$ cat src/rtl/omega_unshuffle_network_ff_pkg.sv
// Shared compile-time helpers for the registered unshuffle (inverse omega) network.
package omega_unshuffle_network_ff_pkg;

    // Number of bits needed to represent value (log2(N-1) gives the stage count for N lanes).
    function automatic int log2(input int value);
        int v;
        int n;
        v = value;
        n = 0;
        while (v > 0) begin
            n++;
            v = v >>> 1;
        end
        return n;
    endfunction

endpackage

$ cat src/rtl/omega_unshuffle_network_ff_switch.sv
// 2x2 registered switch: straight when sel=0, crossed when sel=1; lane bit 0 carries valid.
module unshuffle_switch_ff #(
    parameter int LANE_WIDTH = 9
) (
    input  logic                  clk,
    input  logic                  rst,
    input  logic [LANE_WIDTH-1:0] in_a,
    input  logic [LANE_WIDTH-1:0] in_b,
    input  logic                  sel,
    output logic [LANE_WIDTH-1:0] top,
    output logic [LANE_WIDTH-1:0] bottom
);

    // NOTE: the payload is cleared along with valid so d_out reads zero after reset.
    always_ff @(posedge clk) begin
        if (!rst) begin
            top    <= '0;
            bottom <= '0;
        end else if (sel) begin
            top    <= in_b;
            bottom <= in_a;
        end else begin
            top    <= in_a;
            bottom <= in_b;
        end
    end

endmodule

$ cat src/rtl/omega_unshuffle_network_ff.sv
// Registered inverse-shuffle network: a word pushed on lane i with control c exits on lane i^c.
module omega_unshuffle_network_ff
    import omega_unshuffle_network_ff_pkg::*;
#(
    parameter int WIDTH            = 8,
    parameter int IN_PORTS         = 8,
    parameter int OUT_PORTS        = IN_PORTS,
    parameter int ADDR_WIDTH_PORTS = log2(OUT_PORTS - 1)
) (
    input  logic                          clk,
    input  logic                          rst,
    input  logic [0:IN_PORTS-1]           push,
    input  logic [IN_PORTS*WIDTH-1:0]     d_in,
    input  logic [ADDR_WIDTH_PORTS-1:0]   control,
    output logic [0:OUT_PORTS-1]          valid,
    output logic [OUT_PORTS*WIDTH-1:0]    d_out
);

    localparam int N_STAGES   = ADDR_WIDTH_PORTS;
    localparam int HALF       = IN_PORTS / 2;
    localparam int LANE_WIDTH = WIDTH + 1;

    // lane[g] feeds stage g; lane[N_STAGES] is the registered network output.
    logic [LANE_WIDTH-1:0]       lane [N_STAGES+1][IN_PORTS];
    // ctrl_q[g] is the control word that travels with the data leaving stage g.
    logic [ADDR_WIDTH_PORTS-1:0] ctrl_q [N_STAGES];

    always_ff @(posedge clk) begin
        if (!rst) begin
            for (int g = 0; g < N_STAGES; g++) begin
                ctrl_q[g] <= '0;
            end
        end else begin
            ctrl_q[0] <= control;
            for (int g = 1; g < N_STAGES; g++) begin
                ctrl_q[g] <= ctrl_q[g-1];
            end
        end
    end

    for (genvar i = 0; i < IN_PORTS; i++) begin : g_in
        assign lane[0][i] = {d_in[(i+1)*WIDTH-1 -: WIDTH], push[i]};
    end

    for (genvar g = 0; g < N_STAGES; g++) begin : g_stage
        logic sel_bit;

        // Stage g consumes bit g of the word that entered alongside its data.
        if (g == 0) begin : g_first
            assign sel_bit = control[0];
        end else begin : g_later
            assign sel_bit = ctrl_q[g-1][g];
        end

        for (genvar k = 0; k < HALF; k++) begin : g_sw
            unshuffle_switch_ff #(
                .LANE_WIDTH (LANE_WIDTH)
            ) u_switch (
                .clk    (clk),
                .rst    (rst),
                .in_a   (lane[g][2*k]),
                .in_b   (lane[g][2*k+1]),
                .sel    (sel_bit),
                .top    (lane[g+1][k]),
                .bottom (lane[g+1][k+HALF])
            );
        end
    end

    for (genvar j = 0; j < OUT_PORTS; j++) begin : g_out
        assign valid[j]                      = lane[N_STAGES][j][0];
        assign d_out[(j+1)*WIDTH-1 -: WIDTH] = lane[N_STAGES][j][LANE_WIDTH-1:1];
    end

endmodule

$ cat config.mk
export PLATFORM = sky130hd
export DESIGN_NAME = omega_unshuffle_network_ff
export DESIGN_NICKNAME = d
export VERILOG_FILES = /design/src/rtl/omega_unshuffle_network_ff_pkg.sv /design/src/rtl/omega_unshuffle_network_ff_switch.sv /design/src/rtl/omega_unshuffle_network_ff.sv
export SDC_FILE = /design/constraint.sdc
export NUM_CORES = 1
export LEC_CHECK = 0
export CORE_MARGIN = 2
export CORE_UTILIZATION = 43
export CTS_CLUSTER_DIAMETER = 30
export DETAILED_ROUTE_END_ITERATION = 10
export GPL_TIMING_DRIVEN = 1
export MAX_ROUTING_LAYER = met4
export PLACE_DENSITY = 0.67
export SLEW_MARGIN = 30
export SYNTH_ARGS = -nofsm -noshare
export SYNTH_HDL_FRONTEND = slang
export SYNTH_SLANG_ARGS = --single-unit
export TNS_END_PERCENT = 20
$ cat constraint.sdc
create_clock -name clk -period 1.4 [get_ports clk]
set_input_delay 0.21 -clock clk [delete_from_list [all_inputs] [get_ports clk]]
set_output_delay 0.21 -clock clk [all_outputs]
set_load 0.01 [all_outputs]
Fig. 1: cell density map
Scale: 2 px per micron. 14 x 14 tiles, from white (low) to dark blue (high), 0 to 100% covered.
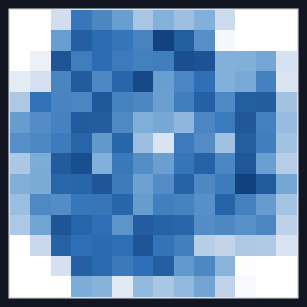
nearly empty tiles: 11%
mean over tiles: 53%
fullest tile: 93%
initial core utilization: 43.4%
core region area: 0.0193 sq mm
final standard cell utilization of the core: 58.3%

==> results.txt <==
The layout was made with Yosys and OpenROAD.

The capture point of the worst register-to-register path is recorded as g_stage[1].g_sw[2].u_switch.top[3]$_SDFF_PN0_. The area fraction in compound gates is 0%. The number of pins with negative max-slew slack in the final report is 0. The post-route fraction of the period consumed by the critical path is 95.6%. The number of antenna violations at the first check in global routing is 0. The met1 layer wirelength in the final routing is 7.90 mm. The final hold violation count recorded for this run is 0. The number of vias per cell is 4.62. The worst-case hold slack is 0.0970 ns. STA shows the worst reg2reg path with a cell count of 3. Once detail routing completed, the nets flagged for antenna violations numbered 0. For this run, the slowest stage of the critical path takes 0.35 ns. The script logs the mean routed wire length per placed instance as 15.3 microns. The most common library cell in the layout ignoring fill and taps is dfxtp_1. The post-cts resize count is 72.

Averaged over all synthesized cells, the footprint is 11.9 sq um. The area fraction in full adders, half adders and majority gates is 0%. The required time reported for the critical path endpoint is 1.19 ns. The number of nets in the synthesized netlist is 779. The critical path capture point is d_out[53].

The worst register-to-register path has a setup slack of 0.19 ns. Pin placement for this block handled 149 I/O pins. The length of routed met3 wiring is 955 microns. Buffers placed on the I/O ports in this run total 148. Setup repair after global routing left no endpoint under its margin.

The fraction of met2 tracks used by global routing is 29.0%. The beginning of the critical path is g_stage[2].g_sw[2].u_switch.bottom[6]$_SDFF_PN0_. Relative to the synthesized area, the layout overhead comes to 34.3%. The share of synthesized area spent on multiplexers is 25.9%. The end-of-flow timing check tallies setup violations at 0. In this run the critical path is formed by dlygate4sd2_1. Per the detail_route log, met2 wirelength is 8.36 mm.

The number of placed instances, taps included, is 1079. The path with the worst hold slack has its endpoint at g_stage[2].g_sw[3].u_switch.top[4]$_SDFF_PN0_. The combinational fraction of design power is 7.5%.

Total power normalized to cell area comes to 1590 mW/mm^2. The residual overflow from global routing is 0. Looking at the critical path, the highest net fanout was 1. The sequential fraction of the synthesis area is 52.4%. The synthesized netlist cell count is 702. The flow reports power dissipated in sequential cells as 6.77 mW. Before antenna repair, the detailed router went through 4 iterations. The buffers plus inverters on the worst setup path is 1.

The run finished with clean final reports. After layout, the worst setup slack is 0.0622 ns. The cell area after technology mapping is 0.00836 sq mm. The yosys stat chip area is 0.00836 sq mm. The largest vdd supply drop is 685 uV. The ratio of cells with drive above 1 in the final layout is 9.51%. Detailed placement finished with a half-perimeter wire length of 12.8 mm. The number of clock sinks came to 219. All stages included, the depth of the critical timing path comes to 1.

The die is 143 microns wide. Per the detail_route log, the uppermost layer with routed signals is met4. The leakage power summed over all cells is 4.66 nW.

The reported combinational group power is 1.34 mW. The post-detailed-placement cell area is 0.00993 sq mm. Global routing put the most usage on met2. Measured against its own limit, the worst slew margin works out to 78.2%. The worst hold path cell count is 2.

TritonCTS built the clock tree. The logs give a warning total of 26. In the final design database the tool counted 931 nets. The number of maximum-capacitance violations recorded for the run is 0. The yosys warning tally is 0. Entering global routing, the biggest net connects 75 pins. The number of buffers inserted during clock tree synthesis is 38. After Yosys synthesis, and, or, nand and nor cells account for 16.4% of the synthesized area. The filler cells instantiated in the layout total 1614. In this run the full chip footprint comes out at 0.0206 sq mm.

The count of cell types in the netlist is 10. For this design, the slowest cell found on the critical path is dfxtp_1. The clock latency on the worst-skew pair is 0.50 ns. The slew at the pin closest to its max-slew limit is 0.318 ns. In the final timing run, aggregate negative setup slack is 0 ns. The number of rows created at floorplan is 51. Per the synth log, the flip-flop and latch total comes to 219. The number of global-route vias before repair was 5433.

The top contributor to total power is the clock network. The data arrival time of the critical path is 1.13 ns. The kind of launch point of the worst setup path is a register.

The final period demand of the worst path is 1.34 ns. The endpoint kind of the worst setup timing path is a primary output. The vertical die dimension is 143 microns. The number of buffers inserted for hold repair after clock tree synthesis is 0. The reg-to-reg startpoint is ctrl_q[0][1]$_SDFF_PN0_. The registers of the reported paths see a clock transition of 0.05 ns.

At the end of routability-driven placement, the weighted congestion stood at 0.824. The overall power is 17.8 mW. The final cell count without fillers is 1148. In this run the deepest clock path goes through 3 buffers. The first global-routing pass estimated 27.4 mm of wire.

The total routing resource utilization after global routing is 17.8%. In this build the clock could be raised as far as 748 MHz. On met3, the global router reports a usage of 4.23%. The internal power of the cells totals 13.9 mW. The clock power share is 54.5%. Broken down by cell family, the worst path's largest delay share belongs to flip-flops. The hold path startpoint is rst.

The yosys cell count is 702. For the final database, setup skew stands at 0.0143 ns. The summed area of non-filler cells in the final layout is 0.0112 sq mm. The detailed router finished its first iteration with 190 violations.

Grouping non-sequential cells by family puts the most area in multiplexers. The power of the clock network is 9.72 mW.
Fig. 2: met1 routing
Scale: 2 px per micron. Supply wires on this layer in gray.
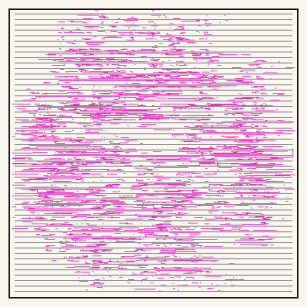
share of all routed wire: 45%
longest straight run: 60.7 microns
vias: 5306
detailed-route wire length: 17.6 mm
met1 GRT Util: 21.8%

==> area by class of cell <==
cell class / count / area, sq um / area share (%)
multi-input combinational: 435 / 3530 / 31.5
sequential: 219 / 4390 / 39.1
clock buffer: 46 / 1060 / 9.46
clock inverter: 23 / 323 / 2.87
timing repair buffer: 160 / 1590 / 14.2
tap: 265 / 332 / 2.95
==> cell usage after synthesis, drive strengths merged <==
master  number  share of area, %
dfxtp      219                52
mux2i      216                26
nor2b      216                16
buf         27               4.4
and2         3              0.22
clkbuf      21              0.96
==> registers in the layout, summed over array words and instances, names as in the netlist <==
register / cells
g_stage.g_sw.u_switch.top: 108
ctrl_q: 3
g_stage.g_sw.u_switch.bottom: 108
No activity file was given, so power comes from the tool's default toggle rates.
